## config.mk

```make
export PLATFORM = sky130hd
export DESIGN_NAME = step_profile_sequencer
export DESIGN_NICKNAME = d
export VERILOG_FILES = /design/src/rtl/step_profile_sequencer.sv
export SDC_FILE = /design/constraint.sdc
export NUM_CORES = 1
export LEC_CHECK = 0
export ABC_CLOCK_PERIOD_IN_PS = 6200
export CORE_ASPECT_RATIO = 0.7
export CORE_MARGIN = 2
export CORE_UTILIZATION = 50
export DETAILED_ROUTE_END_ITERATION = 8
export GPL_TIMING_DRIVEN = 0
export HOLD_SLACK_MARGIN = 0.06
export PLACE_DENSITY_LB_ADDON = 0.2
export RECOVER_POWER = 100
export SETUP_SLACK_MARGIN = 0.1
export SYNTH_ARGS = -nofsm -noshare
export SYNTH_HDL_FRONTEND = slang
export SYNTH_SLANG_ARGS = --single-unit
export TNS_END_PERCENT = 5
```

## constraint.sdc

```tcl
create_clock -name secondClk -period 6.2 [get_ports secondClk]
set_clock_uncertainty 0.1 [all_clocks]
set_input_delay 1.24 -clock secondClk [delete_from_list [all_inputs] [get_ports secondClk]]
set_output_delay 1.24 -clock secondClk [all_outputs]
set_load 0.03 [all_outputs]
```

## src/rtl/step_profile_sequencer.sv

```systemverilog
// Plays a programmed per-second step-rate profile and predicts the result the
// pedometer speed checker should report for it (threshold, window and cap).
module step_profile_sequencer #(
  parameter int SLOTS    = 16,
  parameter int RATE_W   = 9,
  parameter int THRESH   = 33,
  parameter int WINDOW   = 10,
  parameter int MAX_PASS = 9,
  parameter int TOTAL_W  = 16,
  localparam int ADDR_W  = $clog2(SLOTS),
  localparam int SEC_W   = $clog2(WINDOW + 1)
) (
  input  logic                secondClk,
  input  logic                reset,
  input  logic                start,
  input  logic                loop,
  input  logic                wr_en,
  input  logic [ADDR_W-1:0]   wr_addr,
  input  logic [RATE_W-1:0]   wr_data,
  output logic [RATE_W-1:0]   rate,
  output logic                rate_valid,
  output logic [ADDR_W-1:0]   slot,
  output logic                busy,
  output logic                done,
  output logic [15:0]         expected_pass,
  output logic [TOTAL_W-1:0]  total_steps
);

  localparam logic [RATE_W-1:0] THRESH_R  = RATE_W'(THRESH);
  localparam logic [SEC_W-1:0]  WINDOW_S  = SEC_W'(WINDOW);
  localparam logic [15:0]       MAX_P     = 16'(MAX_PASS);
  localparam logic [ADDR_W-1:0] LAST_SLOT = ADDR_W'(SLOTS - 1);

  typedef enum logic [1:0] {
    IDLE = 2'd0,
    RUN  = 2'd1,
    DONE = 2'd2
  } state_t;

  state_t              state_q, state_d;
  logic [ADDR_W-1:0]   slot_q, slot_d;
  logic [RATE_W-1:0]   rate_q, rate_d;
  logic                rate_valid_q, rate_valid_d;
  logic [15:0]         pass_q, pass_d;
  logic [TOTAL_W-1:0]  total_q, total_d;
  logic [SEC_W-1:0]    sec_cnt_q, sec_cnt_d;
  logic [RATE_W-1:0]   mem_q [SLOTS];
  logic [RATE_W-1:0]   mem_d [SLOTS];
  logic [ADDR_W-1:0]   slot_nxt;

  // Running sum clamps at all-ones instead of wrapping.
  function automatic logic [TOTAL_W-1:0] sat_add(input logic [TOTAL_W-1:0] a,
                                                 input logic [RATE_W-1:0]  b);
    logic [TOTAL_W:0] s;
    s = (TOTAL_W+1)'(a) + (TOTAL_W+1)'(b);
    return s[TOTAL_W] ? '1 : s[TOTAL_W-1:0];
  endfunction

  assign slot_nxt = slot_q + ADDR_W'(1);

  always_comb begin
    state_d      = state_q;
    slot_d       = slot_q;
    rate_d       = rate_q;
    rate_valid_d = rate_valid_q;
    pass_d       = pass_q;
    total_d      = total_q;
    sec_cnt_d    = sec_cnt_q;
    mem_d        = mem_q;

    case (state_q)
      IDLE, DONE: begin
        // start takes precedence: a coincident write is dropped
        if (start) begin
          state_d      = RUN;
          slot_d       = '0;
          rate_d       = mem_q[0];
          rate_valid_d = 1'b1;
          pass_d       = '0;
          total_d      = '0;
          sec_cnt_d    = '0;
        end else if (wr_en) begin
          mem_d[wr_addr] = wr_data;
        end
      end
      RUN: begin
        total_d = sat_add(total_q, rate_q);
        if (rate_q >= THRESH_R && sec_cnt_q < WINDOW_S && pass_q < MAX_P)
          pass_d = pass_q + 16'd1;
        if (sec_cnt_q < WINDOW_S)
          sec_cnt_d = sec_cnt_q + SEC_W'(1);

        if (slot_q != LAST_SLOT) begin
          slot_d = slot_nxt;
          rate_d = mem_q[slot_nxt];
        end else if (loop) begin
          slot_d = '0;
          rate_d = mem_q[0];
        end else begin
          state_d      = DONE;
          rate_d       = '0;
          rate_valid_d = 1'b0;
        end
      end
      default: state_d = IDLE;
    endcase
  end

  always_ff @(posedge secondClk) begin
    if (reset) begin
      state_q      <= IDLE;
      slot_q       <= '0;
      rate_q       <= '0;
      rate_valid_q <= 1'b0;
      pass_q       <= '0;
      total_q      <= '0;
      sec_cnt_q    <= '0;
      for (int i = 0; i < SLOTS; i++) mem_q[i] <= '0;
    end else begin
      state_q      <= state_d;
      slot_q       <= slot_d;
      rate_q       <= rate_d;
      rate_valid_q <= rate_valid_d;
      pass_q       <= pass_d;
      total_q      <= total_d;
      sec_cnt_q    <= sec_cnt_d;
      for (int i = 0; i < SLOTS; i++) mem_q[i] <= mem_d[i];
    end
  end

  assign rate          = rate_q;
  assign rate_valid    = rate_valid_q;
  assign slot          = slot_q;
  assign busy          = (state_q == RUN);
  assign done          = (state_q == DONE);
  assign expected_pass = pass_q;
  assign total_steps   = total_q;

endmodule

```

==> run_1/congestion.png <==
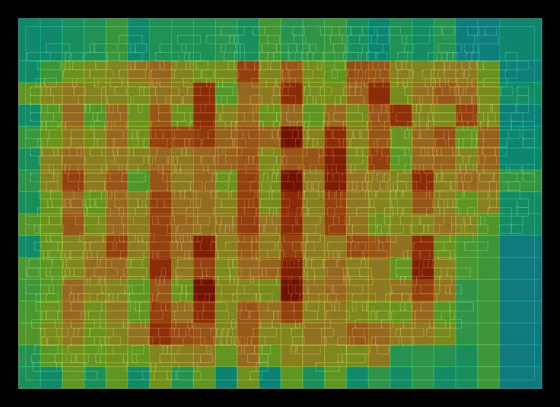
met1 layer usage reported by global route: 41.1%
met3 track demand over resource in global routing: 5.11%
fin util: 58.9%

==> run_1/wires.png <==
Scale bar: 50 um.
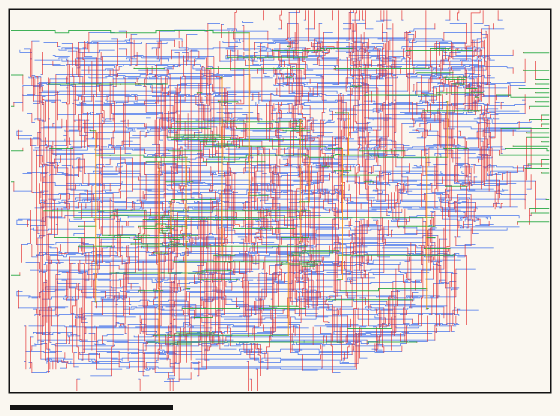
legend:
  metal 2:
    color: red
    wire_length: 10300 um
  metal 3:
    color: green
    wire_length: 1870 um
  metal 1:
    color: blue
    wire_length: 12300 um
  metal 4:
    color: orange
    wire_length: 453 um
overall track demand over capacity in global routing: 27.1%
total length of routed wires: 24900 um
via count: 7075
routed wirelength normalized by instance count: 20.5 um

==> results.sh, run 1 <==
# implementation run metrics
export IMPL_postSynth_asyncResetShare_pct=0
export IMPL_use_met2_pct=39.1
export IMPL_highest_signal_layer="met4"
export IMPL_antenna_cells=0
export IMPL_largest_register_ffs=144
export IMPL_clock_sink_count=196
export IMPL_clock_cell_area_share_pct=5.90
export IMPL_outcome="finished, final reports clean"
export IMPL_die_x_um=165
export IMPL_antenna_violations_before_repair=0
export IMPL_cts_bufs_inserted=17
export IMPL_place_inst=1180
export IMPL_max_clock_path_buffers=2
export IMPL_placed_area_sq_um=10000
export IMPL_max_flop_register="mem_q"
export IMPL_net_switching_w=0.000748
export IMPL_clkSlewWorstSetupHoldPaths_ps=80
export IMPL_clock_root_buffer="sky130_fd_sc_hd__clkbuf_16"
export IMPL_yosys_stat_area_sq_um=9090
export IMPL_clock_net_power_w=0.00115
export IMPL_grt_pass1_vias=6587
export IMPL_post_synth_and_or_nand_nor_area_fraction_pct=15.3
export IMPL_postSynth_topFlopCell="sky130_fd_sc_hd__dfxtp_1"
export IMPL_hold_viol=0
export IMPL_antenna_violating_nets_post_route=0
export IMPL_critPathMaxFanout=10
export IMPL_final_instance_area_sq_um=10500
export IMPL_flop_count=196
export IMPL_maximum_number_of_pins_on_one_net_before_global_route_repair=21
==> run_1/cell_density.png <==
The die is cut into 17 by 12 equal tiles; dark blue is low, red is high, 0 to 100% covered.
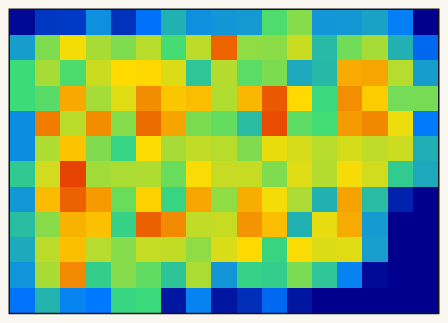
tiles over 75% full: 20%
emptiest ninth of the die: bottom right
fullest tile: 93%
initial standard-cell utilization of the core: 50.8%
core region area: 17900 sq um

--- run 2 (diff from run 1) ---
--- a/config.mk
+++ b/config.mk
@@ -5,7 +5,7 @@
 export SDC_FILE = /design/constraint.sdc
 export NUM_CORES = 1
 export LEC_CHECK = 0
-export ABC_CLOCK_PERIOD_IN_PS = 6200
+export ABC_CLOCK_PERIOD_IN_PS = 3400
 export CORE_ASPECT_RATIO = 0.7
 export CORE_MARGIN = 2
 export CORE_UTILIZATION = 50
==> constraint.sdc (replaced) <==
create_clock -name secondClk -period 3.4 [get_ports secondClk]
set_clock_uncertainty 0.1 [all_clocks]
set_input_delay 0.68 -clock secondClk [delete_from_list [all_inputs] [get_ports secondClk]]
set_output_delay 0.68 -clock secondClk [all_outputs]
set_load 0.03 [all_outputs]
==> run_2/wires.png <==
Scale bar: 50 um.
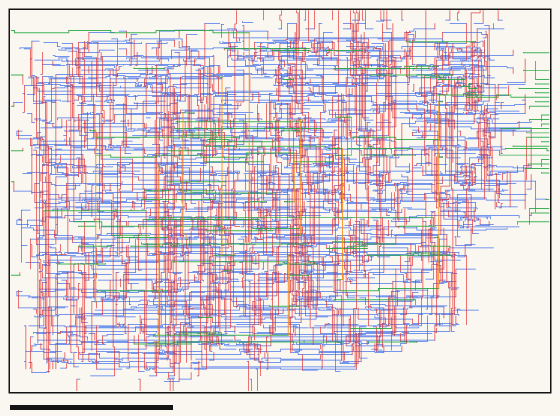
legend:
  metal 3:
    color: green
    wire_length: 1720 um
  metal 2:
    color: red
    wire_length: 10300 um
  metal 4:
    color: orange
    wire_length: 437 um
  metal 1:
    color: blue
    wire_length: 12400 um
routed wirelength normalized by instance count: 20.5 um
total length of routed wires: 24900 um
via count: 7045

==> run 2 against run 1 <==
  * Core utilization about the same
  * Sequential power up 83%
  * Clock power up 82%
  * Sequential share of layout area about the same
  * Largest cell class unchanged
==> results.sh, run 2 <==
# implementation run metrics
export IMPL_outcome="finished, final reports clean"
export IMPL_cts_bufs_inserted=17
export IMPL_groute_layer_met1_usage_pct=41.1
export IMPL_post_synth_and_or_nand_nor_area_fraction_pct=15.3
export IMPL_flop_count=196
export IMPL_place_inst=1180
export IMPL_use_met2_pct=39.1
export IMPL_antenna_cells=0
export IMPL_final_instance_area_sq_um=10500
export IMPL_globalRouteTotalUtil_pct=27.1
export IMPL_antenna_violating_nets_post_route=0
export IMPL_grt_pass1_vias=6587
export IMPL_postSynth_topFlopCell="sky130_fd_sc_hd__dfxtp_1"
export IMPL_clock_cell_area_share_pct=5.90
export IMPL_grt_use_met3_pct=5.11
export IMPL_clkSlewWorstSetupHoldPaths_ps=80
export IMPL_max_clock_path_buffers=2
export IMPL_postSynth_asyncResetShare_pct=0
export IMPL_max_flop_register="mem_q"
export IMPL_highest_signal_layer="met4"
export IMPL_yosys_stat_area_sq_um=9090
export IMPL_antenna_violations_before_repair=0
export IMPL_clock_root_buffer="sky130_fd_sc_hd__clkbuf_16"
export IMPL_placed_area_sq_um=10000
export IMPL_clock_sink_count=196
==> run_2/clk_routes.png <==
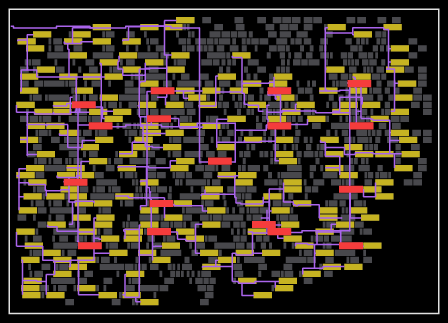
legend:
  clock wires:
    color: purple
    length: 2260 um
  clock drivers:
    color: red
    count: 17
  flip-flops:
    color: yellow
    count: 196
flops lie: widely spread
part of the total power dissipated in the clock network: 42.5%
clk pwr: 0.00209 W

--- run 3 (diff from run 2) ---
--- a/config.mk
+++ b/config.mk
@@ -5,7 +5,7 @@
 export SDC_FILE = /design/constraint.sdc
 export NUM_CORES = 1
 export LEC_CHECK = 0
-export ABC_CLOCK_PERIOD_IN_PS = 3400
+export ABC_CLOCK_PERIOD_IN_PS = 2500
 export CORE_ASPECT_RATIO = 0.7
 export CORE_MARGIN = 2
 export CORE_UTILIZATION = 50
==> constraint.sdc (replaced) <==
create_clock -name secondClk -period 2.5 [get_ports secondClk]
set_clock_uncertainty 0.1 [all_clocks]
set_input_delay 0.5 -clock secondClk [delete_from_list [all_inputs] [get_ports secondClk]]
set_output_delay 0.5 -clock secondClk [all_outputs]
set_load 0.03 [all_outputs]
==> run_3/wires.png <==
Scale bar: 50 um.
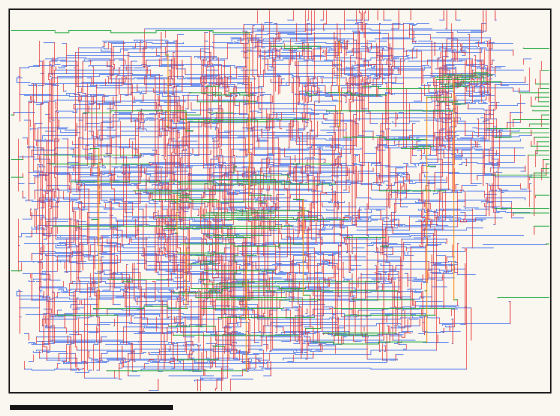
legend:
  metal 3:
    color: green
    wire_length: 2040 um
  metal 4:
    color: orange
    wire_length: 389 um
  metal 2:
    color: red
    wire_length: 10500 um
  metal 1:
    color: blue
    wire_length: 12500 um
total length of routed wires: 25400 um
overall track demand over capacity in global routing: 27.8%
routed wirelength normalized by instance count: 21.0 um
via count: 6991

==> run 3 against run 2 <==
  * Sequential share of layout area is 0.30 points lower
  * Clock power up 31%
  * Sequential power is 36% higher
==> results.sh, run 3 <==
# implementation run metrics
export IMPL_grt_pass1_vias=6495
export IMPL_fillCellCount=1550
export IMPL_highest_signal_layer="met4"
export IMPL_yosys_stat_area_sq_um=9090
export IMPL_maximum_number_of_pins_on_one_net_before_global_route_repair=20
export IMPL_postLayoutCoreUtil_pct=59.3
export IMPL_common_cells="sky130_fd_sc_hd__dfxtp_1 (196), sky130_fd_sc_hd__nor2_1 (173), sky130_fd_sc_hd__mux2i_1 (153), sky130_fd_sc_hd__nand2_1 (38), sky130_fd_sc_hd__clkbuf_1 (35)"
export IMPL_clock_sink_count=196
export IMPL_crit_reg2reg_capture="total_steps[5]$_SDFFE_PP0P_"
export IMPL_fp_utilization_pct=50.8
export IMPL_max_stage_delay_ps=360
export IMPL_die_x_um=165
export IMPL_antenna_violations_before_repair=0
export IMPL_post_synth_and_or_nand_nor_area_fraction_pct=15.3
export IMPL_tightestPinTransition_ps=899
export IMPL_postSynth_topFlopCell="sky130_fd_sc_hd__dfxtp_1"
export IMPL_net_switching_w=0.00183
export IMPL_postCtsSetupRepairBufs=0
export IMPL_final_instance_area_sq_um=10600
export IMPL_max_clock_path_buffers=2
export IMPL_hold_viol=0
export IMPL_synth_nets=914
export IMPL_ioPinCount=66
export IMPL_layout_nonclk_buf_share_pct=8.74
export IMPL_place_inst=1180
export IMPL_outcome="finished, final reports clean"
export IMPL_worst_r2r_cell_count=8
export IMPL_flop_count=196
export IMPL_dp_worst_setup_slack_ps=-330
export IMPL_max_flop_register="mem_q"
export IMPL_placed_area_sq_um=10000
export IMPL_antenna_violating_nets_post_route=0
export IMPL_grt_use_met3_pct=5.36
export IMPL_antenna_cells=0
export IMPL_flop_area_sq_um=3930
export IMPL_clkSlewWorstSetupHoldPaths_ps=80
export IMPL_cts_bufs_inserted=17
export IMPL_critPathMaxFanout=9
export IMPL_core_sq_um=17900
export IMPL_clock_cell_area_share_pct=5.55
export IMPL_postSynth_asyncResetShare_pct=0
export IMPL_largest_register_ffs=144
export IMPL_power_frac_seq_pct=48.6
export IMPL_groute_layer_met1_usage_pct=42.1
export IMPL_clock_root_buffer="sky130_fd_sc_hd__clkbuf_16"
==> run_3/clk_routes.png <==
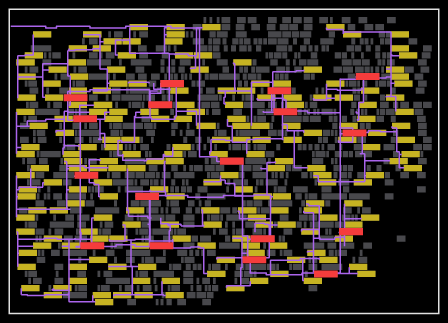
legend:
  flip-flops:
    color: yellow
    count: 196
  clock wires:
    color: purple
    length: 2320 um
  clock drivers:
    color: red
    count: 17
flops lie: widely spread
part of the total power dissipated in the clock network: 41.3%
clk pwr: 0.00273 W
Latency at later pin: 450 ps

Power is estimated from default activity; no workload was simulated.
